==> run_1/port_nets.png <==
Scale bar: 50 um.
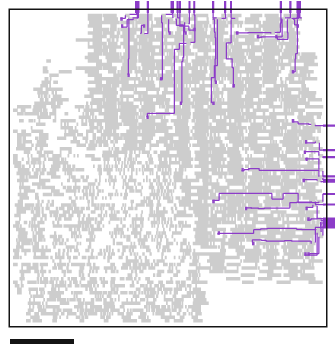
==> run_1/final_placement.png <==
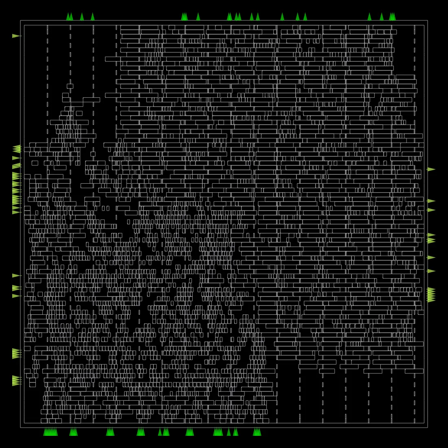
==> run_1/met2.png <==
Scale bar: 50 um.
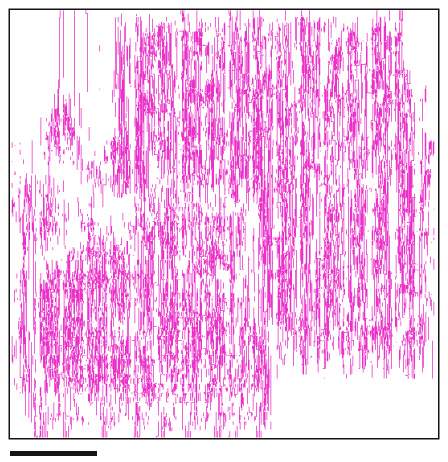
===== config.mk =====
export PLATFORM = sky130hd
export DESIGN_NAME = fp64_to_fixed_fifo
export DESIGN_NICKNAME = d
export VERILOG_FILES = /design/src/rtl/fp64_to_fixed_fifo.sv
export SDC_FILE = /design/constraint.sdc
export NUM_CORES = 1
export LEC_CHECK = 0
export ABC_AREA = 1
export ABC_CLOCK_PERIOD_IN_PS = 7000
export CAP_MARGIN = 30
export CELL_PAD_IN_SITES_DETAIL_PLACEMENT = 0
export CELL_PAD_IN_SITES_GLOBAL_PLACEMENT = 1
export CORE_MARGIN = 2
export CORE_UTILIZATION = 52
export DETAILED_ROUTE_END_ITERATION = 6
export GPL_ROUTABILITY_DRIVEN = 0
export PLACE_DENSITY = 0.91
export SETUP_SLACK_MARGIN = 0.05
export SLEW_MARGIN = 5
export SYNTH_ARGS = -nofsm -noshare
export SYNTH_HDL_FRONTEND = slang
export SYNTH_SLANG_ARGS = --single-unit

===== constraint.sdc =====
create_clock -name clk -period 7 [get_ports clk]
set_input_delay 1.05 -clock clk [delete_from_list [all_inputs] [get_ports clk]]
set_output_delay 1.05 -clock clk [all_outputs]
set_load 0.1 [all_outputs]

===== src/rtl/fp64_to_fixed_fifo.sv =====
// -----------------------------------------------------------------------------
// fp64_to_fixed_fifo
//
// Purpose:
//   Takes the 64-bit reduced-FP products of the 3-operand multiplier
//   (sign | exp[62:52], bias 1023 | fraction[51:0], hidden one; din[62:0]==0
//   means zero), converts each one to signed INT_W.FRAC_W fixed point in two
//   registered stages, and buffers the results in a first-word-fall-through
//   FIFO.
//   The multiplier cannot be back-pressured. 'stop' is therefore raised early
//   enough that an issuer halting on it never overflows the FIFO.
//
// Ports:
//   clk         in   rising-edge clock
//   rst         in   synchronous active-high reset; discards all data
//   pushin      in   din valid this cycle
//   din         in   64-bit FP product
//   stop        out  registered; upstream must not issue while high
//   dout_valid  out  FIFO head valid
//   dout_ready  in   consumer accepts head this cycle (ignored while empty)
//   dout        out  head value, two's complement, OUT_W bits
//   count       out  FIFO occupancy
//   ovf         out  sticky; a converted result was dropped on a full FIFO
// -----------------------------------------------------------------------------
module fp64_to_fixed_fifo #(
   parameter int INT_W       = 8,
   parameter int FRAC_W      = 24,
   parameter int DEPTH       = 16,
   parameter int STOP_MARGIN = 13,
   localparam int OUT_W      = INT_W + FRAC_W,
   localparam int CNT_W      = $clog2(DEPTH) + 1
) (
   input  logic             clk,
   input  logic             rst,
   input  logic             pushin,
   input  logic [63:0]      din,
   output logic             stop,
   output logic             dout_valid,
   input  logic             dout_ready,
   output logic [OUT_W-1:0] dout,
   output logic [CNT_W-1:0] count,
   output logic             ovf
);

   localparam int AW = $clog2(DEPTH);

   // The shift is sh = e - 1075 + FRAC_W. It is held as 13-bit two's complement.
   localparam logic [12:0]      SH_OFFSET  = 13'(1075 - FRAC_W);
   // Any exponent at or above this value has |x| >= 2^(INT_W-1), so the result saturates.
   localparam logic [10:0]      SAT_EXP    = 11'(1023 + INT_W - 1);
   localparam logic [OUT_W-1:0] MAX_MAG    = {1'b0, {(OUT_W-1){1'b1}}};
   localparam logic [CNT_W:0]   STOP_LEVEL = (CNT_W+1)'(DEPTH - STOP_MARGIN);
   localparam logic [CNT_W-1:0] FULL_CNT   = CNT_W'(DEPTH);

   // Stage 1 registers
   logic             r_s1_valid;
   logic             r_s1_sign;
   logic [10:0]      r_s1_exp;
   logic [52:0]      r_s1_mant;
   logic             r_s1_zero;
   logic [12:0]      r_s1_sh;

   // Stage 2 registers
   logic             r_s2_valid;
   logic [OUT_W-1:0] r_s2_data;

   // FIFO state
   logic [OUT_W-1:0] r_mem [DEPTH];
   logic [AW-1:0]    r_wptr;
   logic [AW-1:0]    r_rptr;
   logic [CNT_W-1:0] r_count;
   logic             r_ovf;
   logic             r_stop;

   // Combinational helpers
   logic [12:0]      w_nsh;
   logic [63:0]      w_mant_ext;
   logic [OUT_W-1:0] w_mag;
   logic [OUT_W-1:0] w_fixed;
   logic             w_empty;
   logic             w_full;
   logic             w_pop;
   logic             w_wr;
   logic             w_drop;
   logic [CNT_W-1:0] w_count_nxt;
   logic [CNT_W:0]   w_occupancy;

   // Stage 1: unpack the FP word and precompute the signed shift amount.
   always_ff @(posedge clk) begin
      if (rst) begin
         r_s1_valid <= 1'b0;
         r_s1_sign  <= 1'b0;
         r_s1_exp   <= 11'd0;
         r_s1_mant  <= 53'd0;
         r_s1_zero  <= 1'b0;
         r_s1_sh    <= 13'd0;
      end else begin
         r_s1_valid <= pushin;
         r_s1_sign  <= din[63];
         r_s1_exp   <= din[62:52];
         r_s1_mant  <= {1'b1, din[51:0]};
         r_s1_zero  <= (din[62:0] == 63'd0);
         r_s1_sh    <= {2'b00, din[62:52]} - SH_OFFSET;
      end
   end

   // Stage 2 datapath: produce the magnitude (zero, saturate or shift), then apply the sign.
   always_comb begin
      w_nsh      = 13'd0 - r_s1_sh;
      w_mant_ext = {11'd0, r_s1_mant};
      w_mag      = {OUT_W{1'b0}};
      w_fixed    = {OUT_W{1'b0}};
      if (r_s1_zero) begin
         w_mag = {OUT_W{1'b0}};
      end else if (r_s1_exp >= SAT_EXP) begin
         w_mag = MAX_MAG;
      end else if (r_s1_sh[12] == 1'b0) begin
         // Left shift is only reachable when OUT_W > 53.
         w_mag = OUT_W'(w_mant_ext << r_s1_sh[5:0]);
      end else if (w_nsh >= 13'd53) begin
         w_mag = {OUT_W{1'b0}};
      end else begin
         w_mag = OUT_W'(w_mant_ext >> w_nsh[5:0]);
      end
      // Negating the magnitude gives symmetric saturation, -(2^(OUT_W-1)-1).
      if (r_s1_sign) begin
         w_fixed = (~w_mag) + {{(OUT_W-1){1'b0}}, 1'b1};
      end else begin
         w_fixed = w_mag;
      end
   end

   // Stage 2 register: the converted value waiting to be written into the FIFO.
   always_ff @(posedge clk) begin
      if (rst) begin
         r_s2_valid <= 1'b0;
         r_s2_data  <= {OUT_W{1'b0}};
      end else begin
         r_s2_valid <= r_s1_valid;
         r_s2_data  <= w_fixed;
      end
   end

   // FIFO control: pop/write/drop decisions and the next occupancy.
   always_comb begin
      w_empty     = (r_count == {CNT_W{1'b0}});
      w_full      = (r_count == FULL_CNT);
      w_pop       = dout_ready & ~w_empty;
      // A full FIFO still takes a write when it pops in the same cycle.
      w_wr        = r_s2_valid & (~w_full | w_pop);
      w_drop      = r_s2_valid & w_full & ~w_pop;
      w_count_nxt = r_count;
      case ({w_wr, w_pop})
         2'b10:   w_count_nxt = r_count + CNT_W'(1);
         2'b01:   w_count_nxt = r_count - CNT_W'(1);
         default: w_count_nxt = r_count;
      endcase
      w_occupancy = {1'b0, r_count} + {{CNT_W{1'b0}}, r_s1_valid}
                  + {{CNT_W{1'b0}}, r_s2_valid};
   end

   // FIFO storage. Its contents need no reset because dout is gated by dout_valid.
   always_ff @(posedge clk) begin
      if (w_wr && !rst) begin
         r_mem[r_wptr] <= r_s2_data;
      end else begin
         r_mem[r_wptr] <= r_mem[r_wptr];
      end
   end

   // FIFO pointers, occupancy, sticky overflow and the registered stop flag.
   always_ff @(posedge clk) begin
      if (rst) begin
         r_wptr  <= {AW{1'b0}};
         r_rptr  <= {AW{1'b0}};
         r_count <= {CNT_W{1'b0}};
         r_ovf   <= 1'b0;
         r_stop  <= 1'b0;
      end else begin
         if (w_wr) begin
            r_wptr <= r_wptr + AW'(1);
         end
         if (w_pop) begin
            r_rptr <= r_rptr + AW'(1);
         end
         r_count <= w_count_nxt;
         r_ovf   <= r_ovf | w_drop;
         // Counts stored and in-flight results, so the credit reserve covers the whole pipeline.
         r_stop  <= (w_occupancy >= STOP_LEVEL);
      end
   end

   // Output drive: the FWFT head is shown only while the FIFO holds data.
   always_comb begin
      dout_valid = (r_count != {CNT_W{1'b0}});
      if (dout_valid) begin
         dout = r_mem[r_rptr];
      end else begin
         dout = {OUT_W{1'b0}};
      end
      count = r_count;
      ovf   = r_ovf;
      stop  = r_stop;
   end

endmodule


==> COMMIT_EDITMSG, run 1 <==
Store results of the implementation flow

- Run status: complete, no violations
- Top cells by area in the synthesized netlist: edfxtp_1 51%, nand3_1 10%, dfxtp_1 8.6%
- Number of hold violations in the final report: 0
* Plain + repair buffers: about 160
* Number of setup buffers added after CTS: 0
* Smallest setup slack after layout: approximately 1.6 ns
* GR met1 Demand/Resource: around 40%
* Hold Path Sink: r_s2_valid$_SDFF_PP0_
- Summed standard-cell area reported by yosys: 30,200 sq um
* HPWL after detailed placement: roughly 52 mm
- The largest part of the power goes to sequential cells.
- Flip-flop count of the largest register, all copies and words added: a little over 500
- The critical path maximum fanout is 75.
* Multiplexer share of the synthesized area: 0%
- TAP cells: about 770
- Antenna diodes: 0
* Internal power: 7337 uW
- Number of DRC violations after detailed routing: 0
* Number of standard cells reported by yosys: between 3k and 4k
* Clk pwr share: between 20 and 30%
- In this run, the synthesized area fraction spent on xor and xnor cells is recorded as 0.08701%.
- Hold slack: between 0.4 and 0.5 ns
* Clock latency reported for the late side of the worst-skew pair: 0.62 ns
* Die X-Extent: between 200 and 250 um
- Detailed routing placed a total of around 8.5 mm of wire on met3.
- TritonCTS reports the number of clock sinks as between 600 and 700.
- For this run, the register share of the synthesized area comes to 59.53%.
- FF+latch count, synth: 642
* Share of the clock period used by the worst path after layout: between 70% and 80%
* Setup WS pre-CTS: roughly 2.3 ns
- The clock H-tree reported by CTS has 3 levels.
- Crit path capture type: output pin
- In this run, the number of DRC markers left after iteration 0 of detailed routing was about 3.2k.
- In this design, the stage delay of the slowest critical-path cell is 1.23 ns.
- Non-clock buffering overhead in the final layout: 4.748%
- Crit. path cell count: 7
- After the last flow step, the layout net total stands at between 3k and 4k.
- Detailed routing inserted a total of about 25k vias.
* Cell taking the most area after synthesis: edfxtp_1
- Area added between synthesis and finish: 12.92%
* Fp_density: between 50% and 60%
* Top Layout Cells: 604 x nand3_1, 512 x edfxtp_1, 490 x nand2_1
- Wire length of the first global-routing pass: approximately 130 mm
- Along the critical path, the tally of buffer and inverter instances is 3.
- Netlist Area Pre-Place: between 30,000 and 40,000 sq um
- Top cell class by occupied area: sequential cells
* Fraction of layout instances using a drive strength above 1: ~6.1%
- Cell count of the worst reg-to-reg path: 19
* DRT met1 WL: about 34 mm
* Total GRT Usage: roughly 29%
- For the completed layout, the total cell area is recorded as between 30,000 and 40,000 sq um.
* CTS tree: built
- Dominant kind of combinational cell: simple AND/OR/NAND/NOR gates
- Per the synth stats, the proportion of register bits with asynchronous set or reset is 0%.
- The most used flip-flop cell after synthesis is edfxtp_1.
* Share of the core filled with cells: between 50% and 60%
- Routing resource usage on met3 recorded by global route was 4.712%.
- Site row count: about 88
- Per the OpenROAD power report, leakage power amounts to 0.01269 uW.
- Sequential cell power: between 4000 and 5000 uW
- RSZ-0062 raised after global routing: no
- The share of synthesized area in the top cell type comes to roughly half.
* Avg Synthesized Cell Area: slightly above 9 sq um
- Sequential fraction of total cell area: between 50% and 60%
- In this run, power in combinational logic comes to about 4500 uW.
* Core ar.: 57,590 sq um
- After clock tree synthesis, the repair step resized 0 gates.
- Share of total power consumed by net switching: 40.50%
- Looking at hold timing, the worst path starts from r_s1_valid$_SDFF_PP0_.
- Top logic cell by instance count in the layout: nand3_1
- DIE AREA: around 60,000 sq um
- In the final layout, multi-input gates take up between 30% and 40% of the cell area.
- No sink is reached through more buffers than the 3 on the longest clock path.
* Top register by number of flip-flops: r_mem
- Power dissipated by switching net loads: between 4000 and 5000 uW
* Delay-heaviest family, CP: buffers and inverters
- Endpoint of the lowest-slack register-to-register path: r_s2_data[15]$_SDFF_PP0_
- Layout Cells excl Fill: about 4.1k
* CP Capture Point: dout[25]
- Storage element area: roughly 18,000 sq um
- Clock Network Area Fraction: under 10%
- Max transition margin: 32.76%
* Startpoint type of the worst setup path: flip-flop
* Setup total negative slack: 0 ns
* Cell chosen for the clock root: clkbuf_16
- Area occupied by multi-input gates: about 11,000 sq um
- The pin closest to its max-slew limit shows a slew of 1.005 ns.
- Once detail routing completed, the nets flagged for antenna violations numbered 0.
- The clock arrives with approximately 0.025 ns of skew.
* Part of the power in combinational logic: ~36%
Notes on port_nets.png above:
[`dout`] purple | bits: 32 | direction: output | end cells: 32 | buffers: 32 | wire: 1,470 um
I/O pin cnt: 108
port buffer count: 107

Notes on final_placement.png above:
number of fill cells: 4,741
num sequential: 642

Notes on met2.png above:
wire length on this layer: 40.8 mm
share of all routed wire: 48%
longest straight run: 96.2 um
main direction: vertical
nets with wire on the layer: 2,755
Total Wirelength: 85.70 mm
met2 Resource Use GR: 47.06%

## Run 2: what changed since run 1
- ABC_CLOCK_PERIOD_IN_PS: 7000 -> 5050
- CORE_UTILIZATION: 52 -> 48
- PLACE_DENSITY: 0.91 -> 0.85
- clock period: 7 -> 5.05 ns (I/O delays scaled with it)
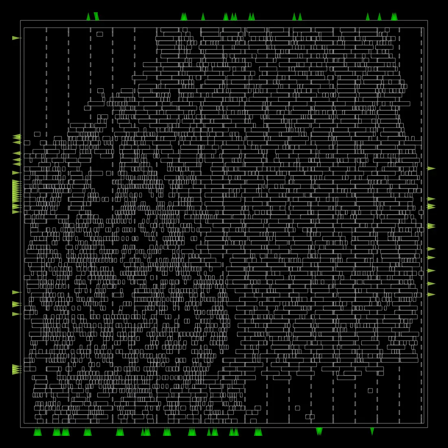
(run_2/final_placement.png)
TAP cells: 837
site row count: 91
Layout Cells excl Fill: 4,149
number of fill cells: 5,454
share of the core filled with cells: 55.11%

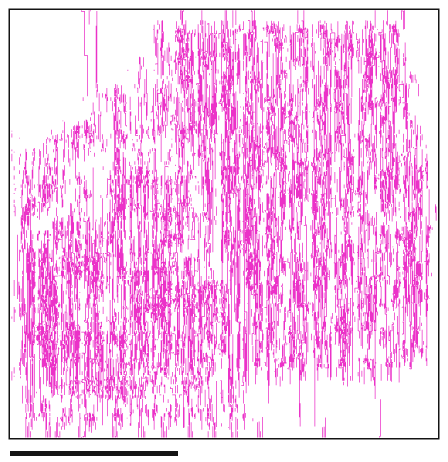
(run_2/met2.png)
Scale bar: 100 um.
wire length on this layer: 41.8 mm
share of all routed wire: 48%
longest straight run: 94.3 um
Total Wirelength: 87.72 mm
count of vias placed by the detailed router: 24.95k
met2 Resource Use GR: 45.01%

==> run 2 against run 1 <==
  * First-iteration DRC count is 8.5% lower
  * Non-clock buffer count shrank 1
  * Sequential power rose by 39%
  * Critical path type unchanged
==> COMMIT_EDITMSG, run 2 <==
Store results of the implementation flow

- Dominant kind of combinational cell: simple AND/OR/NAND/NOR gates (unchanged)
- The number of H-tree levels was 3 (unchanged).
- The minimum setup slack in the final design was 0.8507 ns (was 1.618 ns).
- I/O pin cnt: 108 (unchanged)
- Fp_density: 48.75% (was 52.44%)
- Num sequential: 642 (unchanged)
- The total area of sequential cells is 17,990 sq um (unchanged).
* Highest clock rate: between 200 and 250 MHz
- Top logic cell by instance count in the layout: nand3_1 (unchanged)
* Reg2reg setup slack: 1.04 ns (was 2.55 ns)
- Count of buffering cells on the critical path with inverters included: 3 (unchanged)
- The core area was 61,940 sq um (was 57,590 sq um).
- Max transition margin: 32.47% (was 32.76%)
* CTS-repair resized insts: 0 (unchanged)
* Area added between synthesis and finish: 13.04% (was 12.92%)
- Dominant register cell in the synthesized netlist: edfxtp_1 (unchanged)
- Internal power: 10,170 uW (was 7337 uW)
* Top register by number of flip-flops: r_mem (unchanged)
- The slew at the pin closest to its max-slew limit came to 1.010 ns (was 1.005 ns).
* Avg Synthesized Cell Area: 9.317 sq um (unchanged)
* Cell chosen for the clock root: clkbuf_16 (unchanged)
- The wire length on met3 came to 7.350 mm (was 8.494 mm).
- Final worst clock skew: 0.02021 ns (was 0.02514 ns)
* RSZ-0062 raised after global routing: no (unchanged)
- The cell depth of the worst setup path was 7 (unchanged).
- Area occupied by multi-input gates: 10,810 sq um (unchanged)
- The x dimension of the die was 254.8 um (was 245.0 um).
- FF+latch count, synth: 642 (unchanged)
- The number of clock sinks is 642 (unchanged).
- The share of flip-flops with an asynchronous set or reset is 0% (unchanged).
- GR met1 Demand/Resource: 36.12% (was 38.92%)
- CTS tree: built (unchanged)
* Delay-heaviest family, CP: buffers and inverters (unchanged)
- The net load switching power came to 7052 uW (was 4994 uW).
- Startpoint type of the worst setup path: flip-flop (unchanged)
* Netlist Area Pre-Place: 30,200 sq um (unchanged)
- The longest individual stage delay on the worst path is 0.53 ns (was 1.23 ns).
* Part of the power in combinational logic: 35.6% (was 36.1%)
- The final worst hold slack is 0.4542 ns (was 0.4411 ns).
- Number of setup buffers added after CTS: 0 (unchanged)
* Maximum fanout along the worst path: 91 (was 75)
- Crit path capture type: output pin (unchanged)
- Top cells by area in the synthesized netlist: edfxtp_1 51%, nand3_1 10%, dfxtp_1 8.6% (unchanged)
* Seq/Total Area, Yosys: 59.53% (unchanged)
* Share of the synthesized netlist area taken by xor and xnor gates: 0.08701% (unchanged)
* Wire length of the first global-routing pass: 136.1 mm (was 133.8 mm)
- The cell accounting for the most synthesized area is edfxtp_1 (unchanged).
- The violation count after the first detailed-route iteration came to 2,918 (was 3,190).
- The met3 usage in global routing was 4.139% (was 4.712%).
* Multiplexer share of the synthesized area: 0% (unchanged)
- Number of hold violations in the final report: 0 (unchanged)
- The combinational power was 6130 uW (was 4450 uW).
- The clock latency on the worst-skew pair was 0.61 ns (was 0.62 ns).
- The flip-flop count of the largest register, all copies and words added came to 512 (unchanged).
* Summed standard-cell area reported by yosys: 30,200 sq um (unchanged)
- Top Consumer: sequential cells (unchanged)
- The maximum count of clock buffers along a single path came to 3 (unchanged).
- The end point of the worst hold path was r_s2_valid$_SDFF_PP0_ (unchanged).
- Antenna diodes: 0 (unchanged)
- The fraction of power spent switching nets was 40.94% (was 40.50%).
* Share of the clock period used by the worst path after layout: between 80% and 90%
- Run status: complete, no violations (unchanged).
* Setup WS pre-CTS: 1.073 ns (was 2.300 ns)
- The reg-to-reg endpoint is r_s2_data[18]$_SDFF_PP0_ (was r_s2_data[15]$_SDFF_PP0_).
- Setup-failing EPs final: 0 (unchanged)
- The sequential power is 6200 uW (was 4470 uW).
- Plain + repair buffers: 159 (was 160)
* Number of DRC violations after detailed routing: 0 (unchanged)
* Multi-input gate share of the layout cell area: 31.68% (was 31.71%)
- The cell type taking the most area was sequential cells (unchanged).
- The chip area came to 64,930 sq um (was 60,020 sq um).
* DRT met1 WL: 35.24 mm (was 33.82 mm)
- Non-clock buffering overhead in the final layout: 4.369% (was 4.748%)
* Sequential fraction of total cell area: 52.69% (was 52.75%)
- The number of standard cells reported by yosys came to 3,241 (unchanged).
- The gate count after technology mapping is 3,241 (unchanged).
* Clock Network Area Fraction: 6.385% (was 6.175%)
- Fraction of layout instances using a drive strength above 1: 7.548% (was 6.062%)
- The cell count of the worst hold path is 2 (unchanged).
- The half-perimeter wire length after detailed placement came to 56.17 mm (was 52.34 mm).
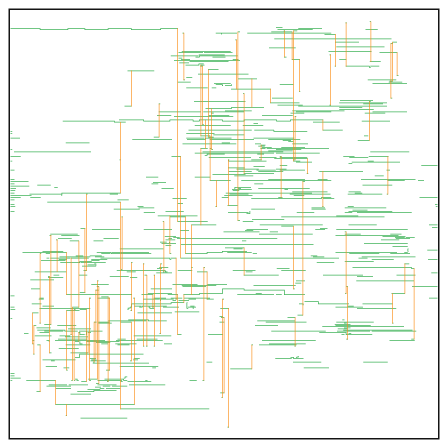
(run_2/metal_stack.png)
Only two layers are drawn.
[met4] orange | wire length: 3,340 um
[met3] green | wire length: 7,350 um
Avg WL per Cell: 21.14 um
Total GRT Usage: 27.15%

Power and IR drop assume default switching activity.
